Run 1, I/O nets highlighted:
Bar = 20 µm.
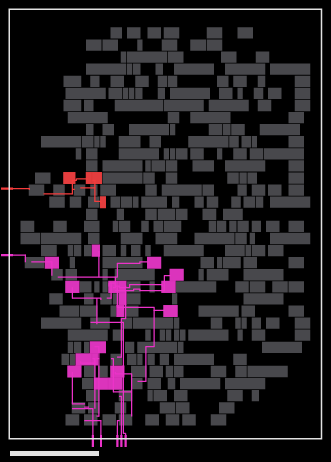
Run 1, power grid:
Bar = 20 µm. Pins as bars on the die edge.
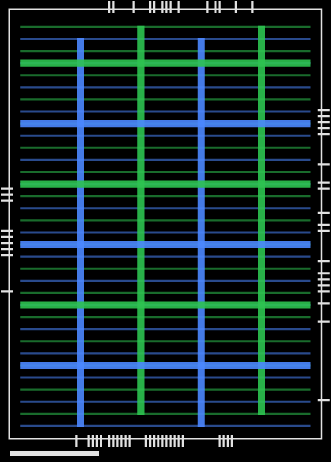
Run 1, congestion heat map:
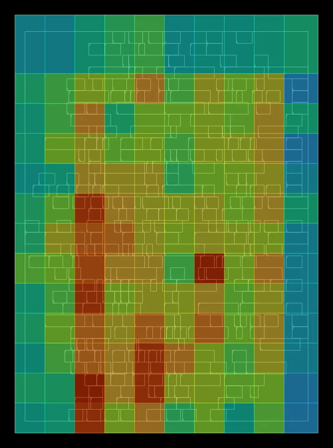
Run 1, cell area per tile:
Bar = 20 µm. 7 x 10 tiles, from black (low) to pale yellow (high), 0 to 100% covered.
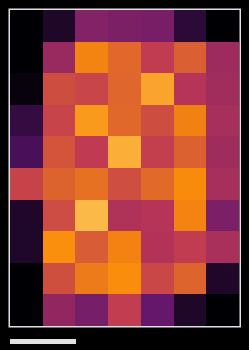
==> config.mk <==
export PLATFORM = sky130hd
export DESIGN_NAME = pauli_frame_scheduler
export DESIGN_NICKNAME = d
export VERILOG_FILES = /design/src/rtl/pauli_frame_scheduler.sv
export SDC_FILE = /design/constraint.sdc
export NUM_CORES = 1
export LEC_CHECK = 0
export CELL_PAD_IN_SITES_DETAIL_PLACEMENT = 0
export CELL_PAD_IN_SITES_GLOBAL_PLACEMENT = 1
export CORE_ASPECT_RATIO = 1.4
export CORE_MARGIN = 2
export CORE_UTILIZATION = 34
export DETAILED_ROUTE_END_ITERATION = 8
export PLACE_DENSITY = 0.77
export SYNTH_ARGS = -nofsm -noshare
export SYNTH_HDL_FRONTEND = slang
export SYNTH_SLANG_ARGS = --single-unit
==> constraint.sdc <==
create_clock -name clk -period 2 [get_ports clk]
set_input_delay 0.3 -clock clk [delete_from_list [all_inputs] [get_ports clk]]
set_output_delay 0.3 -clock clk [all_outputs]
set_load 0.02 [all_outputs]
==> results.tsv, run 1 <==
metric	value	unit
Routed Antenna Nets	0	
Initial DRT Pass Iterations	4	
yosys cell count	205	
DP Worst Slack	-0.5447	ns
EDFF count, synth	0	
Worst Skew	0.008653	ns
Die Footprint	6731	µm²
drt total wl	5297	µm
largest net degree at the start of global routing	16	
crit path DRT	1.70	ns
Hold-fix buffers, CTS	0	
GR Overflow Total	0	
Via density	4.878	
Max transition margin	0.7874	
Hold Crit Class	in2async	
routed vias	1844	
DR WL/cell	14.01	µm
final layout net count	329	
Yosys Warn Count	0	
setup ws final	0.08147	ns
worst-case clock buffer depth	2	
# DRC	0	
Power Dens Cells	1193	nW/µm²
Final Slew Violations	0	
R2R depth	8	
H-Tree Depth	2	
max reg flops	16	
total power	3.748	mW
gpl congestion	0.8331	
number of global-route vias before repair	1839	
Synth Cell Area	2068	µm²
outcome	finished clean	
setup TNS	0	ns
post-synthesis cell count	205	
row count	33	
CTS Buf Count	5	
ys flop type	dfrtp_1	
Max Cap Viol	0	
Cell variety after synth	38	
share of layout cells above drive strength 1	0.1753	
Fmax	0.5212	GHz
Avg Cell Area, Syn	10.09	µm²
die x size	69.92	µm
sequential share of the synthesized area	0.5082	
tool warnings	26	
startpoint types	flip-flop	
Back to the opening pictures, 'I/O nets highlighted':
[meas_addr] magenta | bits: 6 | direction: input | end cells: 18 | wire: 282 µm
[corr_valid] red | bits: 1 | direction: input | end cells: 4 | wire: 27.9 µm
I/O pins: 67
IO Port Bufs: 66

Back to the opening pictures, 'power grid':
[VDD] green
[VSS] blue
met4 straps: 4
met5 straps: 6
rows: 33
met1 rails: 34
signal pins: 67
Die Height: 96.28 µm
Max VDD drop: 0.5330 mV
Core ar.: 5863 µm²

Back to the opening pictures, 'congestion heat map':
GR peak layer: met2
met3 usage in global routing: 0.02408

Back to the opening pictures, 'cell area per tile':
mean over tiles: 45%
emptiest ninth of the die: north-west
densest ninth of the die: centre
tiles over 75% full: 8.6%
nearly empty tiles: 10%
fullest tile: 85%
fp util: 0.3528
Final Util: 0.5359

-- run 1: metal layers --
layer / GRT usage / wire length [µm]
met3: 0.02408 / 159
met2: 0.3230 / 2944
met4: 0.04808 / 40
met5: 0 / 0
met1: 0.1870 / 2152
-- run 1: placed cells by master, fill, tap and decap left out, types with 2 or more instances in the layout --
| cell type | instances |
|---|---|
| nor3_1 | 6 |
| and4_1 | 4 |
| xor2_1 | 3 |
| dlygate4sd2_1 | 22 |
| nor3b_1 | 2 |
| and3_1 | 9 |
| dfrtp_1 | 42 |
| o211ai_1 | 2 |
| o221ai_1 | 4 |
| nand3_1 | 10 |
| nor4_1 | 2 |
| clkbuf_8 | 5 |
| clkdlybuf4s50_1 | 35 |
| xnor2_1 | 21 |
| mux2_2 | 3 |
| nand4_1 | 4 |
| nor2_1 | 18 |
| a21oi_1 | 6 |
| clkdlybuf4s15_1 | 2 |
| nand2_1 | 20 |
| buf_4 | 35 |
| o21ai_0 | 4 |
| inv_1 | 10 |
| mux2i_1 | 2 |
| o21bai_1 | 2 |
| and2_1 | 4 |
| a22o_1 | 4 |
| dlymetal6s2s_1 | 4 |
| nor2b_1 | 3 |
-- run 1: where the power goes --
group,leakage (nW),internal (mW),switching (mW),total (mW)
clock network,0.0514,0.373,0.293,0.666
registers,0.538,1.10,0.205,1.30
logic,0.912,0.859,0.921,1.78
-- run 1: cell type report --
| class | instances | area (µm²) |
|---|---|---|
| fill | 581 | 2721 |
| clock inverter | 2 | 37.54 |
| multi-input combinational | 147 | 959.7 |
| tap | 70 | 87.58 |
| inverter | 11 | 41.29 |
| timing repair buffer | 100 | 892.1 |
| sequential | 42 | 1051 |
| clock buffer | 6 | 72.57 |
-- run 1: cells by family (layout without fill, tap and decap cells) --
kind of cell | Yosys count | count (layout) | synth area share
multiplexers | 5 | 5 | 0.02601
XOR/XNOR | 24 | 24 | 0.1016
AND/OR/NAND/NOR | 90 | 90 | 0.2281
buffers and inverters | 16 | 119 | 0.03388
AND-OR/OR-AND | 27 | 27 | 0.09618
flip-flops | 42 | 42 | 0.5082
adder cells (fa/ha/maj) | 1 | 1 | 0.006049
-- run 1: through the flow --
step,util,instance area (µm²),cells,hold WS (ns)
2_1_floorplan,-,2068,205,0.004409
6_report,0.5359,3142,378,0.006654
4_1_cts,0.5314,3115,378,0.006326
3_3_place_gp,0.5156,3023,368,0.3203
5_1_grt,0.5359,3142,378,0.01487
3_5_place_dp,0.5156,3023,368,0.3289
-- run 1: worst max-delay path, cell delays in order, from the launching register on --
cell and delay [ns]:
dfrtp_1 0.41, buf_4 0.17, nor2_4 0.12, buf_6 0.13, nor2_1 0.04, and2_1 0.15
dlygate4sd2_1 0.31
-- run 1: timing repair --
item | CTS | global route
setup buffers | 2 | 0
pin swaps | 3 | 4
hold endpoints to repair | 0 | 0
gates cloned | 0 | 0
endpoints found under the setup margin | 19 | 10
resized | 35 | 10
--- run 2 (diff from run 1) ---
--- a/config.mk
+++ b/config.mk
@@ -11,7 +11,7 @@
 export CORE_MARGIN = 2
 export CORE_UTILIZATION = 34
 export DETAILED_ROUTE_END_ITERATION = 8
-export PLACE_DENSITY = 0.77
+export PLACE_DENSITY_LB_ADDON = 0.12
 export SYNTH_ARGS = -nofsm -noshare
 export SYNTH_HDL_FRONTEND = slang
 export SYNTH_SLANG_ARGS = --single-unit
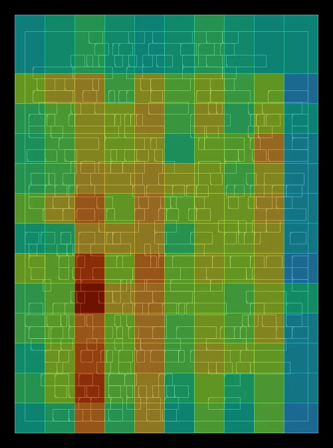
Run 2: congestion heat map
DR WL/cell: 13.76 µm
met2 Use GR: 0.2849
Final Util: 0.5288

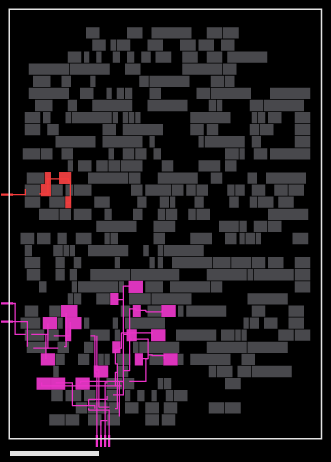
Run 2: I/O nets highlighted
Bar = 20 µm.
[meas_addr] magenta | bits: 6 | direction: input | end cells: 18 | wire: 290 µm
[corr_valid] red | bits: 1 | direction: input | end cells: 4 | wire: 21.0 µm

==> run 2 against run 1 <==
Sequential power barely moved. Power down 1.5%. Synthesized cell count stayed put. Largest cell class unchanged. Clock power shrank 2%. Die size unchanged. Clock skew is 0.0011 ns higher. Utilization fell by 0.70 points. Via count shrank 2.2%. Worst hold slack got worse by 0.00078 ns. Global-route usage down 0.51 points.
==> results.tsv, run 2 <==
metric	value	unit
Hold-fix buffers, CTS	0	
Area Growth Syn to Fin	49.91	%
setup TNS	0	ns
register-to-register setup slack	0.19	ns
drt total wl	5119	µm
CP max stage delay	0.41	ns
critical path cell sequence	buf_4 -> nor2_2 -> buf_6 -> and3_1 -> dlygate4sd2_1	
Final Slew Violations	0	
Routed Antenna Nets	0	
row count	33	
total power	3.690	mW
Initial DRT Pass Iterations	4	
Max transition margin	0.6358	
initial antenna violation count	0	
share of layout cells above drive strength 1	0.1623	
yosys stat area	2068	µm²
Sink Count	42	
Max FO, Critical Path	7	
Synth Cell Area	2068	µm²
CP max-delay cell	dfrtp_1	
# fillers	586	
Max Cap Viol	0	
Max VDD drop	0.6718	mV
Syn Nets	227	
final layout net count	323	
Cell variety after synth	38	
H-Tree Depth	2	
TritonCTS clock tree	yes	
synth cell count leaders	42 x dfrtp_1, 21 x nand2_1, 21 x xnor2_1	
Via density	4.849	
post-synthesis cell count	205	
max reg flops	16	
# DRC	0	
most frequent logic cell in the layout	dfrtp_1	
cell taking the most area after synthesis	dfrtp_1	
gpl congestion	0.7583	
worst-case clock buffer depth	2	
asr flop ratio synth	1.000	
Avg Cell Area, Syn	10.09	µm²
Core ar.	5863	µm²
Power Dens Cells	1190	nW/µm²
ys flop type	dfrtp_1	
largest net degree at the start of global routing	26	
signal arrival time at the worst endpoint	1.62	ns
GR Overflow Total	0	
worst-margin pin slew	0.5443	ns
Yosys Warn Count	0	
Final Hold Viols	0	
EDFF count, synth	0	
CTS Buf Count	5	
Worst Skew	0.009750	ns
Hold Crit Class	in2async	
Die Height	96.28	µm
IO Port Bufs	66	
top area contributor share	0.5082	
yosys cell count	205	
Final min period	1.922	ns
Insertion Delay late pin	0.29	ns
Top cells excl fill/tap	42 x dfrtp_1, 37 x clkdlybuf4s50_1, 26 x buf_4	
I/O pins	67	
sequential share of the synthesized area	0.5082	
count leader, synth	dfrtp_1	
die x size	69.92	µm
Hold Slack	0.005877	ns
Setup CP Type	reg2out	
Fmax	0.5202	GHz
R2R depth	7	
routed vias	1804	
final HPWL from detailed placement	3990	µm
final count of negative-setup-slack endpoints	0	
Die Footprint	6731	µm²
number of global-route vias before repair	1851	
startpoint types	flip-flop	
critical path capture point type	output pin	
fp util	0.3528	
overall routing resource usage	0.1608	
tool warnings	27	
outcome	finished clean	
crit path DRT	1.70	ns
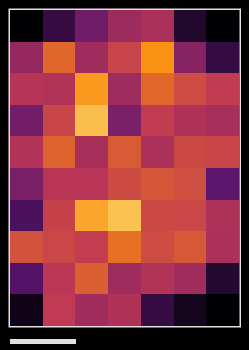
Run 2: cell area per tile
Bar = 20 µm. 7 x 10 tiles, from black (low) to pale yellow (high), 0 to 100% covered.
fullest tile: 86%
tiles over 75% full: 7.1%
nearly empty tiles: 4.3%
densest ninth of the die: centre
mean over tiles: 45%

==> run 2: routing by layer <==
| metal | global-route usage | wire length (µm) | up-vias |
|---|---|---|---|
| met5 | 0 | 0 | - |
| met4 | 0.05769 | 112 | 0 |
| met3 | 0.03665 | 229 | 9 |
| met2 | 0.2849 | 2580 | 50 |
| met1 | 0.1916 | 2196 | 846 |
| li1 | - | - | 899 |
==> run 2: where the power goes <==
part	switching [mW]	leakage [nW]	internal, mW
clock network	0.281	0.0524	0.374
logic	0.904	0.890	0.836
registers	0.198	0.538	1.10
==> run 2: logic make-up after synthesis <==
| family | Yosys count | synth area share |
|---|---|---|
| flip-flops | 42 | 0.5082 |
| XOR/XNOR | 24 | 0.1016 |
| AND-OR/OR-AND | 27 | 0.09618 |
| buffers and inverters | 16 | 0.03388 |
| multiplexers | 5 | 0.02601 |
| adder cells (fa/ha/maj) | 1 | 0.006049 |
| AND/OR/NAND/NOR | 90 | 0.2281 |
==> run 2: what timing repair did <==
item / in CTS / in global routing
setup endpoints to repair: 18 / 14
resized: 31 / 17
pin swaps: 2 / 6
setup buffers: 0 / 1
==> run 2: critical path: cells and delay by family, from the launching register on <==
kind	cells	cell delay (ns)
buffers and inverters	3	0.63
DFF	1	0.41
and+or+nand+nor	2	0.29
==> run 2: through the flow <==
stage          std cells  cell area, µm²  setup slack, ns
2_1_floorplan        205            2068          0.03331
3_3_place_gp         363            2985          -0.4459
3_5_place_dp         363            2985          -0.4444
4_1_cts              371            3074         -0.09634
5_1_grt              372            3100        -0.008062
6_report             372            3100          0.07783
==> run 2: area by class of cell <==
cell class,count,area [µm²],share of cell area
sequential,42,1051,0.3390
multi-input combinational,147,954.7,0.3079
timing repair buffer,94,859.6,0.2772
tap,70,87.58,0.02825
clock buffer,7,76.32,0.02462
inverter,11,41.29,0.01332
clock inverter,1,30.03,0.009685
Power figures rest on the tool's default switching activity, not on a simulated workload.
